<file path="config.mk">
export PLATFORM = sky130hd
export DESIGN_NAME = pipe_hazard_ctrl
export DESIGN_NICKNAME = d
export VERILOG_FILES = /design/src/rtl/pipe_hazard_ctrl_pkg.sv /design/src/rtl/pipe_hazard_ctrl_sat_counter.sv /design/src/rtl/pipe_hazard_ctrl.sv
export SDC_FILE = /design/constraint.sdc
export NUM_CORES = 1
export LEC_CHECK = 0
export ABC_AREA = 1
export CORE_MARGIN = 2
export CORE_UTILIZATION = 35
export DETAILED_ROUTE_END_ITERATION = 8
export SYNTH_ARGS = -nofsm -noshare
export SYNTH_HDL_FRONTEND = slang
export SYNTH_SLANG_ARGS = --single-unit
</file>
<file path="constraint.sdc">
create_clock -name clk -period 3.3 [get_ports clk]
set_input_delay 0.495 -clock clk [delete_from_list [all_inputs] [get_ports clk]]
set_output_delay 0.495 -clock clk [all_outputs]
set_load 0.1 [all_outputs]
</file>
<file path="src/rtl/pipe_hazard_ctrl_pkg.sv">
// ---------------------------------------------------------------------------
// pipe_pkg : shared types and constants for the pipeline hazard controller
// Rev 1.0
// ---------------------------------------------------------------------------
`default_nettype none

package pipe_pkg;

  localparam int PIPE_XLEN   = 64;
  localparam int PIPE_REG_AW = 5;

  typedef enum logic [0:0] {
    RUN     = 1'b0,
    WAIT_IF = 1'b1
  } state_t;

  typedef struct packed {
    logic stall;
    logic flush;
  } stage_ctrl_t;

endpackage

`default_nettype wire

</file>
<file path="src/rtl/pipe_hazard_ctrl_sat_counter.sv">
// ---------------------------------------------------------------------------
// sat_counter : saturating up-counter with synchronous active-low clear
// Rev 1.0
// ---------------------------------------------------------------------------
`default_nettype none

module sat_counter #(
  parameter int CNT_W = 32
) (
  input  logic             clk,
  input  logic             rstn,
  input  logic             inc,
  output logic [CNT_W-1:0] count
);

  always_ff @(posedge clk) begin
    if (!rstn) begin
      count <= '0;
    end else if (inc && (count != {CNT_W{1'b1}})) begin
      count <= count + 1'b1;
    end
  end

endmodule

`default_nettype wire

</file>
<file path="src/rtl/pipe_hazard_ctrl.sv">
// ---------------------------------------------------------------------------
// pipe_hazard_ctrl : stall/flush/redirect sequencing for the 5-stage pipeline
// Rev 1.0
// ---------------------------------------------------------------------------
`default_nettype none

module pipe_hazard_ctrl
  import pipe_pkg::*;
#(
  parameter int XLEN   = PIPE_XLEN,
  parameter int REG_AW = PIPE_REG_AW,
  parameter int CNT_W  = 32
) (
  input  logic              clk,
  input  logic              rstn,
  input  logic              if_busy,
  input  logic              mem_busy,
  input  logic [REG_AW-1:0] id_rs1,
  input  logic [REG_AW-1:0] id_rs2,
  input  logic              id_use_rs1,
  input  logic              id_use_rs2,
  input  logic              ex_valid,
  input  logic              ex_is_load,
  input  logic [REG_AW-1:0] ex_rd,
  input  logic              ex_redirect,
  input  logic [XLEN-1:0]   ex_target,
  input  logic              trap_req,
  input  logic [XLEN-1:0]   trap_vec,
  output logic              pc_stall,
  output logic              ifid_stall,
  output logic              idex_stall,
  output logic              exmem_stall,
  output logic              memwb_stall,
  output logic              ifid_flush,
  output logic              idex_flush,
  output logic              exmem_flush,
  output logic              memwb_flush,
  output logic              redirect_valid,
  output logic [XLEN-1:0]   redirect_pc,
  output logic [CNT_W-1:0]  stall_cycles,
  output logic [CNT_W-1:0]  redirect_cnt
);

  state_t          state, state_nxt;
  logic [XLEN-1:0] pend_pc, pend_nxt;
  stage_ctrl_t     ifid, idex, exmem, memwb;
  logic            load_use;

  assign load_use = ex_valid && ex_is_load && (ex_rd != '0) &&
                    ((id_use_rs1 && (id_rs1 == ex_rd)) ||
                     (id_use_rs2 && (id_rs2 == ex_rd)));

  always_comb begin
    state_nxt      = state;
    pend_nxt       = pend_pc;
    pc_stall       = 1'b0;
    ifid           = '0;
    idex           = '0;
    exmem          = '0;
    memwb          = '0;
    redirect_valid = 1'b0;
    redirect_pc    = '0;

    if (!rstn) begin
      ifid.flush  = 1'b1;
      idex.flush  = 1'b1;
      exmem.flush = 1'b1;
      memwb.flush = 1'b1;
    end else begin
      case (state)
        RUN: begin
          if (trap_req) begin
            ifid.flush  = 1'b1;
            idex.flush  = 1'b1;
            exmem.flush = 1'b1;
            memwb.flush = 1'b1;
            if (if_busy) begin
              pend_nxt  = trap_vec;
              state_nxt = WAIT_IF;
              pc_stall  = 1'b1;
            end else begin
              redirect_valid = 1'b1;
              redirect_pc    = trap_vec;
            end
          end else if (mem_busy) begin
            // EX keeps any pending branch until the data access completes
            pc_stall    = 1'b1;
            ifid.stall  = 1'b1;
            idex.stall  = 1'b1;
            exmem.stall = 1'b1;
            memwb.flush = 1'b1;
          end else if (ex_redirect) begin
            ifid.flush = 1'b1;
            idex.flush = 1'b1;
            if (if_busy) begin
              pend_nxt  = ex_target;
              state_nxt = WAIT_IF;
              pc_stall  = 1'b1;
            end else begin
              redirect_valid = 1'b1;
              redirect_pc    = ex_target;
            end
          end else if (load_use) begin
            pc_stall   = 1'b1;
            ifid.stall = 1'b1;
            idex.flush = 1'b1;
          end else if (if_busy) begin
            pc_stall   = 1'b1;
            ifid.flush = 1'b1;
          end
        end

        WAIT_IF: begin
          // The in-flight fetch belongs to the old path, so IFID is always cleared
          pc_stall   = 1'b1;
          ifid.flush = 1'b1;
          if (trap_req) begin
            idex.flush  = 1'b1;
            exmem.flush = 1'b1;
            memwb.flush = 1'b1;
          end else if (mem_busy) begin
            idex.stall  = 1'b1;
            exmem.stall = 1'b1;
            memwb.flush = 1'b1;
          end
          if (!if_busy) begin
            redirect_valid = 1'b1;
            redirect_pc    = trap_req ? trap_vec : pend_pc;
            state_nxt      = RUN;
          end else if (trap_req) begin
            pend_nxt = trap_vec;
          end
        end

        default: state_nxt = RUN;
      endcase
    end
  end

  assign ifid_stall  = ifid.stall;
  assign idex_stall  = idex.stall;
  assign exmem_stall = exmem.stall;
  assign memwb_stall = memwb.stall;
  assign ifid_flush  = ifid.flush;
  assign idex_flush  = idex.flush;
  assign exmem_flush = exmem.flush;
  assign memwb_flush = memwb.flush;

  always_ff @(posedge clk) begin
    if (!rstn) begin
      state   <= RUN;
      pend_pc <= '0;
    end else begin
      state   <= state_nxt;
      pend_pc <= pend_nxt;
    end
  end

  sat_counter #(.CNT_W(CNT_W)) u_stall_cnt (
    .clk   (clk),
    .rstn  (rstn),
    .inc   (pc_stall),
    .count (stall_cycles)
  );

  sat_counter #(.CNT_W(CNT_W)) u_redirect_cnt (
    .clk   (clk),
    .rstn  (rstn),
    .inc   (redirect_valid),
    .count (redirect_cnt)
  );

endmodule

`default_nettype wire

</file>
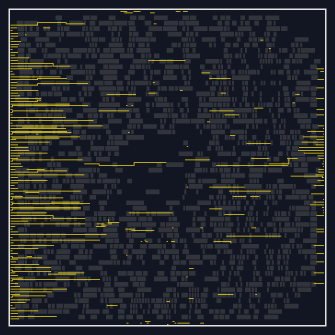
Run 1: metal 3
Drawn at 2 px/um. Cells faint in the background.
main direction: horizontal
wire length on this layer: 2290 um
share of all routed wire: 7.4%
nets with wire on the layer: 203
longest straight run: 47.6 um

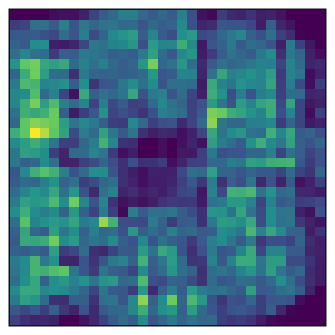
Run 1: signal metal coverage by tile
Drawn at 2 px/um. The die is cut into 32 by 32 equal tiles; dark purple is low, yellow is high, scaled to the fullest tile. Values are wire area over tile area, all layers added.
densest ninth of the die: west
tiles over half the peak: 17%
fullest tile: 0.62
mean over tiles: 0.21
emptiest ninth of the die: center
nearly empty tiles: 3.4%

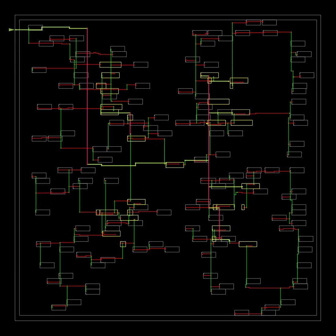
Run 1: clock routing
TritonCTS buffer count: 17
clkbuf count: 20
Clock Power: 2.00 mW

[run 1: layer usage]
layer	part of all wire [%]	GRT usage, %	up-vias
li1	-	-	4819
met5	0	0	-
met2	47	40.3	286
met4	3.3	10.0	0
met3	7.4	7.87	53
met1	42	30.6	4399
[run 1: layout make-up]
| cell class | count | share of cell area, % |
|---|---|---|
| Clock inverter | 11 | 1.26 |
| Sequential cell | 129 | 20.0 |
| Multi-Input combinational cell | 977 | 41.4 |
| Inverter | 63 | 1.83 |
| Timing Repair Buffer | 311 | 28.9 |
| Clock buffer | 20 | 3.46 |
| Tap cell | 319 | 3.09 |
[run 1: metrics by stage]
step,instance area [um^2],power (mW)
global route,12900,4.93
global placement,12300,2.77
detailed placement,12300,2.78
floorplan,8570,2.33
finish,12900,4.74
CTS,12900,4.78
[run 1: cell usage after synthesis (2+ instances only)]
| cell type | instances | area [um^2] |
|---|---|---|
| a21oi_1 | 159 | 796 |
| xnor2_1 | 14 | 123 |
| nor3b_1 | 2 | 15.0 |
| a31oi_1 | 16 | 100 |
| ha_1 | 2 | 25.0 |
| nand3_1 | 83 | 415 |
| inv_1 | 55 | 206 |
| clkinv_1 | 2 | 7.51 |
| nand2_1 | 303 | 1140 |
| nor3_2 | 3 | 30.0 |
| nor4_1 | 6 | 37.5 |
| a211oi_1 | 28 | 210 |
| inv_2 | 6 | 22.5 |
| a311oi_1 | 21 | 184 |
| nand4_1 | 40 | 250 |
| nor2_1 | 90 | 338 |
| nor2_4 | 2 | 22.5 |
| clkbuf_1 | 66 | 248 |
| dfxtp_1 | 129 | 2580 |
| buf_2 | 18 | 90.1 |
| nand2_2 | 5 | 31.3 |
| buf_6 | 5 | 56.3 |
| o21ai_0 | 72 | 360 |
| nor3_1 | 33 | 165 |
| xor2_1 | 33 | 289 |
| nand3b_1 | 3 | 22.5 |
| buf_4 | 2 | 15.0 |
| a21boi_0 | 55 | 413 |
[run 1: flip-flops by register name (all words and copies together) (netlist names)]
register	count
pend_pc	64
u_redirect_cnt.count	32
u_stall_cnt.count	32
state	1
[run 1: power groups by stage]
| stage | logic [mW] | clock network [mW] | registers [mW] |
|---|---|---|---|
| global placement | 1.06 | 0 | 1.70 |
| finish | 1.07 | 2.00 | 1.67 |
| detailed placement | 1.07 | 0 | 1.70 |
| global route | 1.14 | 2.10 | 1.68 |
| CTS | 1.07 | 2.04 | 1.67 |
| floorplan | 0.603 | 0 | 1.72 |
[run 1: worst min-delay path by stage]
stage                               endpoint  cells past startpoint                     start  slack, ps
floorplan                        pend_pc[63]                      2               pend_pc[63]        500
global placement    u_redirect_cnt.count[31]                      2  u_redirect_cnt.count[31]        470
detailed placement  u_redirect_cnt.count[31]                      2  u_redirect_cnt.count[31]        470
CTS                 u_redirect_cnt.count[31]                      2  u_redirect_cnt.count[31]        480
global route            u_stall_cnt.count[3]                      2      u_stall_cnt.count[3]        520
finish              u_redirect_cnt.count[31]                      2  u_redirect_cnt.count[31]        480
[run 1: worst max-delay path, cell delays in order, from the launching register on]
cell	delay, ps
dfxtp_2	770
buf_4	360
nand3_1	100
a21boi_0	160
a21boi_0	200
a211oi_2	260
buf_12	220
==> impl_metrics.env, run 1 <==
# implementation run metrics
export IMPL_status="finished clean"
export IMPL_min_path_type="reg -> reg"
export IMPL_report_final_hold_viol_count=0
export IMPL_clk_latency_ps=420
export IMPL_finalWirelength_um=31100
export IMPL_edf_count=0
export IMPL_grt_overflow_total=0
export IMPL_port_buffers=289
export IMPL_pwr_share_comb_pct=22.5
export IMPL_r2r_start="state"
export IMPL_p_leak_nw=4.74
export IMPL_grt_start_max_net_pins=129
export IMPL_htreeDepth=4
export IMPL_reg2reg_slack_ps=800
export IMPL_yosysChipArea_um2=8250
export IMPL_final_setup_skew_ps=14.1
export IMPL_maxCapViolations=0
export IMPL_fp_dieW_um=158
export IMPL_clkPwrFrac_pct=42.2
export IMPL_core_um2=23300
export IMPL_worstSetupPathType="reg -> out"
export IMPL_yosysUniqueCellTypes=36
export IMPL_wl_per_cell_um=17.0
export IMPL_fin_crit_ps=3000
export IMPL_grt_pass1_vias=9102
export IMPL_final_nets=1654
export IMPL_cts_clk_slew_worst_paths_ps=60
export IMPL_initial_utilization_pct=35.4
export IMPL_final_cell_mix="302 x nand2_1, 172 x clkdlybuf4s50_1, 144 x a21oi_1"
export IMPL_required_ps=2800
export IMPL_ys_sh_aoi_pct=25.3
export IMPL_synth_area_um2=8250
export IMPL_diodes=0
export IMPL_hpwl_um=22300
export IMPL_cts_hold_fix_buffers=0
export IMPL_drive_above_1_share_pct=16.7
Run 1, cell sizes after repair:
Drawn at 2 px/um.
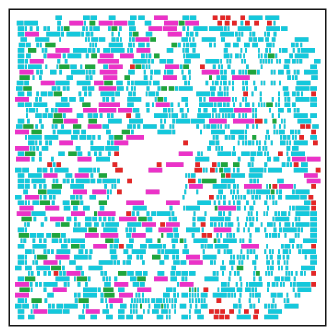

## Run 2: what changed since run 1
- PLACE_DENSITY: unset -> 0.62
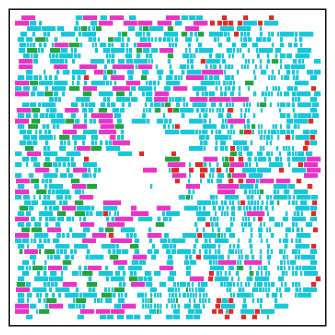
Run 2: cell sizes after repair
Drawn at 2 px/um.
| color | size | cells | share |
|---|---|---|---|
| red | _3 and _4 cells | 67 | 4.4% |
| cyan | _0 and _1 cells | 1258 | 83% |
| green | _2 cells | 82 | 5.4% |
| magenta | _6 and larger | 106 | 7.0% |

==> run 2 against run 1 <==
Compared with the run above: clock skew is 1.9 ps lower; clock-buffer cell count stayed put; routed wire length decreased by 1.7%; combinational power about the same; power up 4.8%; critical path depth up 6; critical path type is now in -> out.
==> impl_metrics.env, run 2 <==
# implementation run metrics
export IMPL_status="finished clean"
export IMPL_finalInstanceArea_um2=13000
export IMPL_synthFlopType="dfxtp_1"
export IMPL_final_nets=1655
export IMPL_p_seq_share_pct=33.6
export IMPL_finalWirelength_um=30600
export IMPL_antenna_found_initial=0
export IMPL_maxCapViolations=0
export IMPL_dr_wl_met2_um=14500
export IMPL_max_slew_margin_pct=34.6
export IMPL_p_leak_nw=4.78
export IMPL_port_buffers=289
export IMPL_grt_pass1_vias=9189
export IMPL_synth_area_um2=8250
export IMPL_m1WireLength_um=13000
export IMPL_reg2reg_slack_ps=880
export IMPL_clkPwrFrac_pct=44.9
export IMPL_grt_overflow_total=0
export IMPL_largest_area_cell="dfxtp_1"
export IMPL_most_common_cell="nand2_1"
export IMPL_top_area_share_pct=31.3
export IMPL_largest_register="pend_pc"
export IMPL_ys_async_sr_fraction_pct=0
export IMPL_syn_inst=1261
export IMPL_worstSetupPathType="in -> out"
export IMPL_synth_top_cells_by_count="303 x nand2_1, 159 x a21oi_1, 129 x dfxtp_1"
export IMPL_ys_warn_count=0
export IMPL_final_cell_mix="302 x nand2_1, 172 x clkdlybuf4s50_1, 144 x a21oi_1"
export IMPL_worst_slack_ps=422
export IMPL_topRoutingLayerUsed="met4"
export IMPL_critPathLaunch="ex_rd[4]"
export IMPL_initial_utilization_pct=35.4
export IMPL_cts_clk_slew_worst_paths_ps=60
export IMPL_grt_start_max_net_pins=129
export IMPL_required_ps=2800
export IMPL_yosysChipArea_um2=8250
export IMPL_power_mw=4.97
export IMPL_r2r_start="u_redirect_cnt.count[1]"
export IMPL_htreeDepth=4
export IMPL_pwr_share_comb_pct=21.6
export IMPL_wl_per_cell_um=16.7
export IMPL_met3WireLength_um=2420
export IMPL_cts_buffers=17
export IMPL_largest_reg_flops=64
export IMPL_cts_sinks=129
export IMPL_fmax_mhz=347
export IMPL_drt_iter0_markers=626
export IMPL_area_leaders="dfxtp_1 31%, nand2_1 14%, a21oi_1 9.6%"
export IMPL_core_um2=23300
export IMPL_report_final_hold_viol_count=0
export IMPL_crit_path_end_kind="primary output"
export IMPL_top_regs="pend_pc (64), u_redirect_cnt.count (32), u_stall_cnt.count (32)"
export IMPL_cts_tree="done"
export IMPL_hpwl_um=22000
export IMPL_fin_crit_ps=2880
export IMPL_num_rows=56
export IMPL_drive_above_1_share_pct=16.9
export IMPL_final_setup_skew_ps=12.2
export IMPL_yosysUniqueCellTypes=36
export IMPL_cts_hold_fix_buffers=0
export IMPL_min_path_type="reg -> reg"
export IMPL_clk_latency_ps=420
export IMPL_fp_dieW_um=158
export IMPL_place_area_um2=12300
export IMPL_edf_count=0
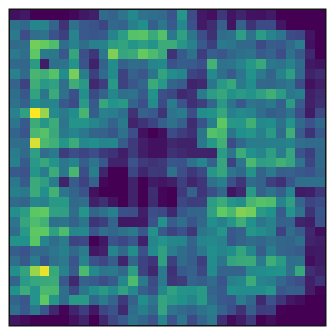
Run 2: signal metal coverage by tile
Drawn at 2 px/um. The die is cut into 32 by 32 equal tiles; dark purple is low, yellow is high, scaled to the fullest tile. Values are wire area over tile area, all layers added.
fullest tile: 0.59
tiles over half the peak: 20%
mean over tiles: 0.20
emptiest ninth of the die: center

[run 2: cell count changes in the layout (fill, tap and decap cells not counted), sizes merged]
cell / previous run / this run
clkinv: 6 / 4
clkinvlp: 3 / 2
inv: 61 / 63
buf: 139 / 140
bufinv: 4 / 6
diode: 0 / 1
[run 2: kinds of logic (layout without fill, tap and decap cells)]
family | after synthesis | after routing | share of synthesized area (%)
XOR/XNOR | 47 | 47 | 4.99
other | 1 | 2 | 0.0454
adder cells (fa/ha/maj) | 2 | 2 | 0.303
AND/OR/NAND/NOR | 573 | 573 | 30.2
AND-OR/OR-AND | 354 | 354 | 25.3
flip-flops | 129 | 129 | 31.3
buffers and inverters | 155 | 407 | 7.87
[run 2: worst min path at each step]
stage,from,endpoint,depth (start not counted)
2_1_floorplan,pend_pc[63],pend_pc[63],2
3_3_place_gp,u_redirect_cnt.count[31],u_redirect_cnt.count[31],2
3_5_place_dp,u_redirect_cnt.count[31],u_redirect_cnt.count[31],2
4_1_cts,u_redirect_cnt.count[31],u_redirect_cnt.count[31],2
5_1_grt,u_stall_cnt.count[3],u_stall_cnt.count[3],2
6_report,u_redirect_cnt.count[31],u_redirect_cnt.count[31],2
[run 2: routing by layer]
layer,GRT usage (%),vias up
li1,-,4829
met1,31.0,4465
met2,40.1,308
met3,7.30,34
met4,7.14,0
met5,0,-
[run 2: cell type report]
| cell class | instances | area (um^2) |
|---|---|---|
| sequential | 129 | 2580 |
| inverter | 63 | 236 |
| clock buffer | 20 | 457 |
| timing repair buffer | 312 | 3760 |
| fill | 2222 | 10300 |
| tap | 319 | 399 |
| multi-input combinational | 977 | 5350 |
| antenna | 1 | 2.50 |
| clock inverter | 12 | 226 |
[run 2: critical path, cell delays in order]
cell and delay, ps:
clkdlybuf4s50_1 520, inv_2 60, nand2_1 50, nand2_1 50, nor2_1 100, nand3_1 80, nand2_1 130, nand2_1 80
nand2_1 80, nand2_1 100, a21oi_1 390, buf_12 240
[run 2: per-stage QoR]
step           TNS, ps  hold slack, ps  std cells
6_report             0             484       1833
5_1_grt              0             541       1832
4_1_cts              0             482       1832
3_5_place_dp         0             473       1800
3_3_place_gp         0             476       1800
2_1_floorplan    -2930             505       1261
[run 2: power by group through the flow]
stage	Sequential (mW)	Clock (mW)	Combinational, mW
2_1_floorplan	1.72	0	0.603
3_3_place_gp	1.70	0	1.07
3_5_place_dp	1.70	0	1.07
4_1_cts	1.67	2.27	1.08
5_1_grt	1.68	2.34	1.15
6_report	1.67	2.23	1.07
## Run 3: what changed since run 2
- HOLD_SLACK_MARGIN: unset -> 0.05
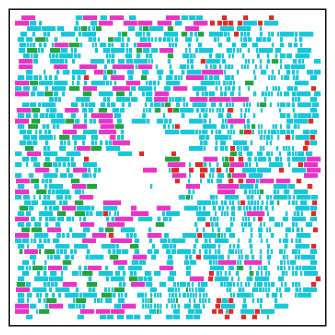
Run 3: cell sizes after repair
Drawn at 2 px/um.
| color | size | cells | share |
|---|---|---|---|
| cyan | _0 and _1 cells | 1258 | 83% |
| green | _2 cells | 82 | 5.4% |
| magenta | _6 and larger | 106 | 7.0% |
| red | _3 and _4 cells | 67 | 4.4% |

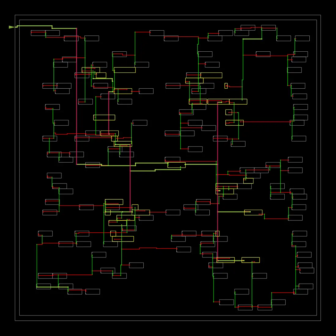
Run 3: clock routing
flip-flops: 129
Clk Latency, worst-skew pair: 420 ps
Final Skew: 12.2 ps

==> run 3 against run 2 <==
Compared with the run above: sequential share of layout area unchanged; synthesized cell count unchanged; register-to-register slack about the same; global-route usage unchanged; power unchanged; first-iteration DRC count unchanged; non-clock buffer count unchanged; area after synthesis unchanged; die area unchanged; sequential cell count unchanged; via count unchanged; sequential power about the same; critical path type unchanged.
==> impl_metrics.env, run 3 <==
# implementation run metrics
export IMPL_status="finished clean"
export IMPL_ys_warn_count=0
export IMPL_largest_area_cell="dfxtp_1"
export IMPL_synth_area_um2=8250
export IMPL_intPower_mw=3.50
export IMPL_drive_above_1_share_pct=16.9
export IMPL_cts_root_to_sink_buffers=2
export IMPL_logic_family="simple AND/OR/NAND/NOR gates"
export IMPL_ys_async_sr_fraction_pct=0
export IMPL_p_sw_mw=1.47
export IMPL_cts_hold_fix_buffers=0
export IMPL_synth_top_cells_by_count="303 x nand2_1, 159 x a21oi_1, 129 x dfxtp_1"
export IMPL_drt_iter0_markers=626
export IMPL_max_slew_margin_pct=34.6
export IMPL_area_leaders="dfxtp_1 31%, nand2_1 14%, a21oi_1 9.6%"
export IMPL_hpwl_um=22000
export IMPL_grt_pass1_vias=9189
export IMPL_reg2reg_slack_ps=880
export IMPL_power_mw=4.97
export IMPL_ys_cells=1261
export IMPL_reg2reg_to="u_redirect_cnt.count[6]"
export IMPL_initial_utilization_pct=35.4
export IMPL_grt_start_max_net_pins=129
export IMPL_log_warning_count=30
export IMPL_gp_congestion=0.895
export IMPL_wl_per_cell_um=16.7
export IMPL_final_cell_mix="302 x nand2_1, 172 x clkdlybuf4s50_1, 144 x a21oi_1"
export IMPL_pwr_share_comb_pct=21.6
export IMPL_maxCapViolations=0
export IMPL_ys_sh_mux_pct=0
export IMPL_ys_sh_adder_pct=0.303
export IMPL_yosysUniqueCellTypes=36
export IMPL_largest_reg_flops=64
export IMPL_top_regs="pend_pc (64), u_redirect_cnt.count (32), u_stall_cnt.count (32)"
export IMPL_cts_tree="done"
export IMPL_post_cts_setup_buffer_count=0
export IMPL_final_nets=1655
export IMPL_port_buffers=289
export IMPL_most_common_cell="nand2_1"
export IMPL_grt_overflow_total=0
export IMPL_fin_crit_ps=2880
export IMPL_hold_ws_ps=484
export IMPL_hp_start="u_redirect_cnt.count[31]"
export IMPL_n_fill_cell=2222
export IMPL_antenna_found_initial=0
export IMPL_core_um2=23300
export IMPL_crit_path_end_kind="primary output"
export IMPL_routed_via_density=5.26
export IMPL_ys_seq_elements=129
export IMPL_synth_xor_area_share_pct=4.99
export IMPL_synthFlopType="dfxtp_1"
export IMPL_fmax_mhz=347
export IMPL_r2r_start="u_redirect_cnt.count[1]"
export IMPL_tns_ps=0
export IMPL_top_area_share_pct=31.3
export IMPL_worstSetupPathType="in -> out"
export IMPL_cts_clk_slew_worst_paths_ps=60
export IMPL_p_leak_nw=4.78
export IMPL_grt_pass1_wl_um=48600
export IMPL_edf_count=0
export IMPL_syn_inst=1261
export IMPL_p_seq_share_pct=33.6
export IMPL_hold_path_endpoint="u_redirect_cnt.count[31]"
export IMPL_largest_register="pend_pc"
export IMPL_synth_simple_area_share_pct=30.2
export IMPL_cts_buffers=17
export IMPL_yosysChipArea_um2=8250
export IMPL_worst_pin_slew_ps=978
export IMPL_finalWirelength_um=30600
export IMPL_report_final_hold_viol_count=0
export IMPL_r2r_cells=11
export IMPL_fp_dieW_um=158
export IMPL_cts_sinks=129
export IMPL_num_rows=56
export IMPL_required_ps=2800
export IMPL_htreeDepth=4
export IMPL_hold_path_cell_count=2
export IMPL_clkPwrFrac_pct=44.9
export IMPL_ys_sh_aoi_pct=25.3
export IMPL_min_path_type="reg -> reg"
export IMPL_antenna_left=0
==> run 3: cell counts in the layout (fill, tap and decap cells not counted) <==
Identical to the previous run, type by type.
==> run 3: kinds of logic after synthesis <==
logic type      Yosys count
other cells               1
simple gates            573
compound gates          354
flops                   129
xor+xnor                 47
fa+ha+maj                 2
buf+inv                 155
==> run 3: area by class of cell <==
type,instances,area (um^2),share of cell area (%)
flip-flops and latches,129,2580,19.9
repair buffers,312,3760,28.9
clock buffers,20,457,3.51
diodes,1,2.50,0.0192
inverters,63,236,1.82
clock inverters,12,226,1.74
well taps,319,399,3.07
multi-input cells,977,5350,41.1
==> run 3: critical path: stages <==
cell and delay [ps]:
clkdlybuf4s50_1 520, inv_2 60, nand2_1 50, nand2_1 50, nor2_1 100, nand3_1 80
nand2_1 130, nand2_1 80, nand2_1 80, nand2_1 100, a21oi_1 390, buf_12 240
==> run 3: through the flow <==
stage / std cells / utilization (%) / worst slack [ps] / instance area, um^2
3_3_place_gp: 1800 / 52.8 / 451 / 12300
4_1_cts: 1832 / 55.8 / 410 / 13000
6_report: 1833 / 55.8 / 422 / 13000
2_1_floorplan: 1261 / - / -640 / 8570
5_1_grt: 1832 / 55.8 / 257 / 13000
3_5_place_dp: 1800 / 52.8 / 425 / 12300
==> run 3: power groups by stage <==
stage          Sequential (mW)  Combinational, mW  Clock (mW)
2_1_floorplan             1.72              0.603           0
3_3_place_gp              1.70               1.07           0
5_1_grt                   1.68               1.15        2.34
4_1_cts                   1.67               1.08        2.27
6_report                  1.67               1.07        2.23
3_5_place_dp              1.70               1.07           0
==> run 3: routing by layer <==
metal | up-vias | wire, um | track usage (%)
li1 | 4829 | - | -
met1 | 4465 | 13000 | 31.0
met5 | - | 0 | 0
met4 | 0 | 605 | 7.14
met3 | 34 | 2420 | 7.30
met2 | 308 | 14500 | 40.1
==> run 3: how the worst max path moves through the flow <==
stage | from | end | cells past startpoint
after CTS | state | redirect_pc[1] | 6
after detailed placement | ex_rd[1] | pc_stall | 12
after floorplan | if_busy | redirect_pc[3] | 5
final | ex_rd[4] | pc_stall | 12
after global routing | ex_rd[2] | pc_stall | 12
after global placement | ex_rd[0] | pc_stall | 12
No activity file was given, so power comes from the tool's default toggle rates.
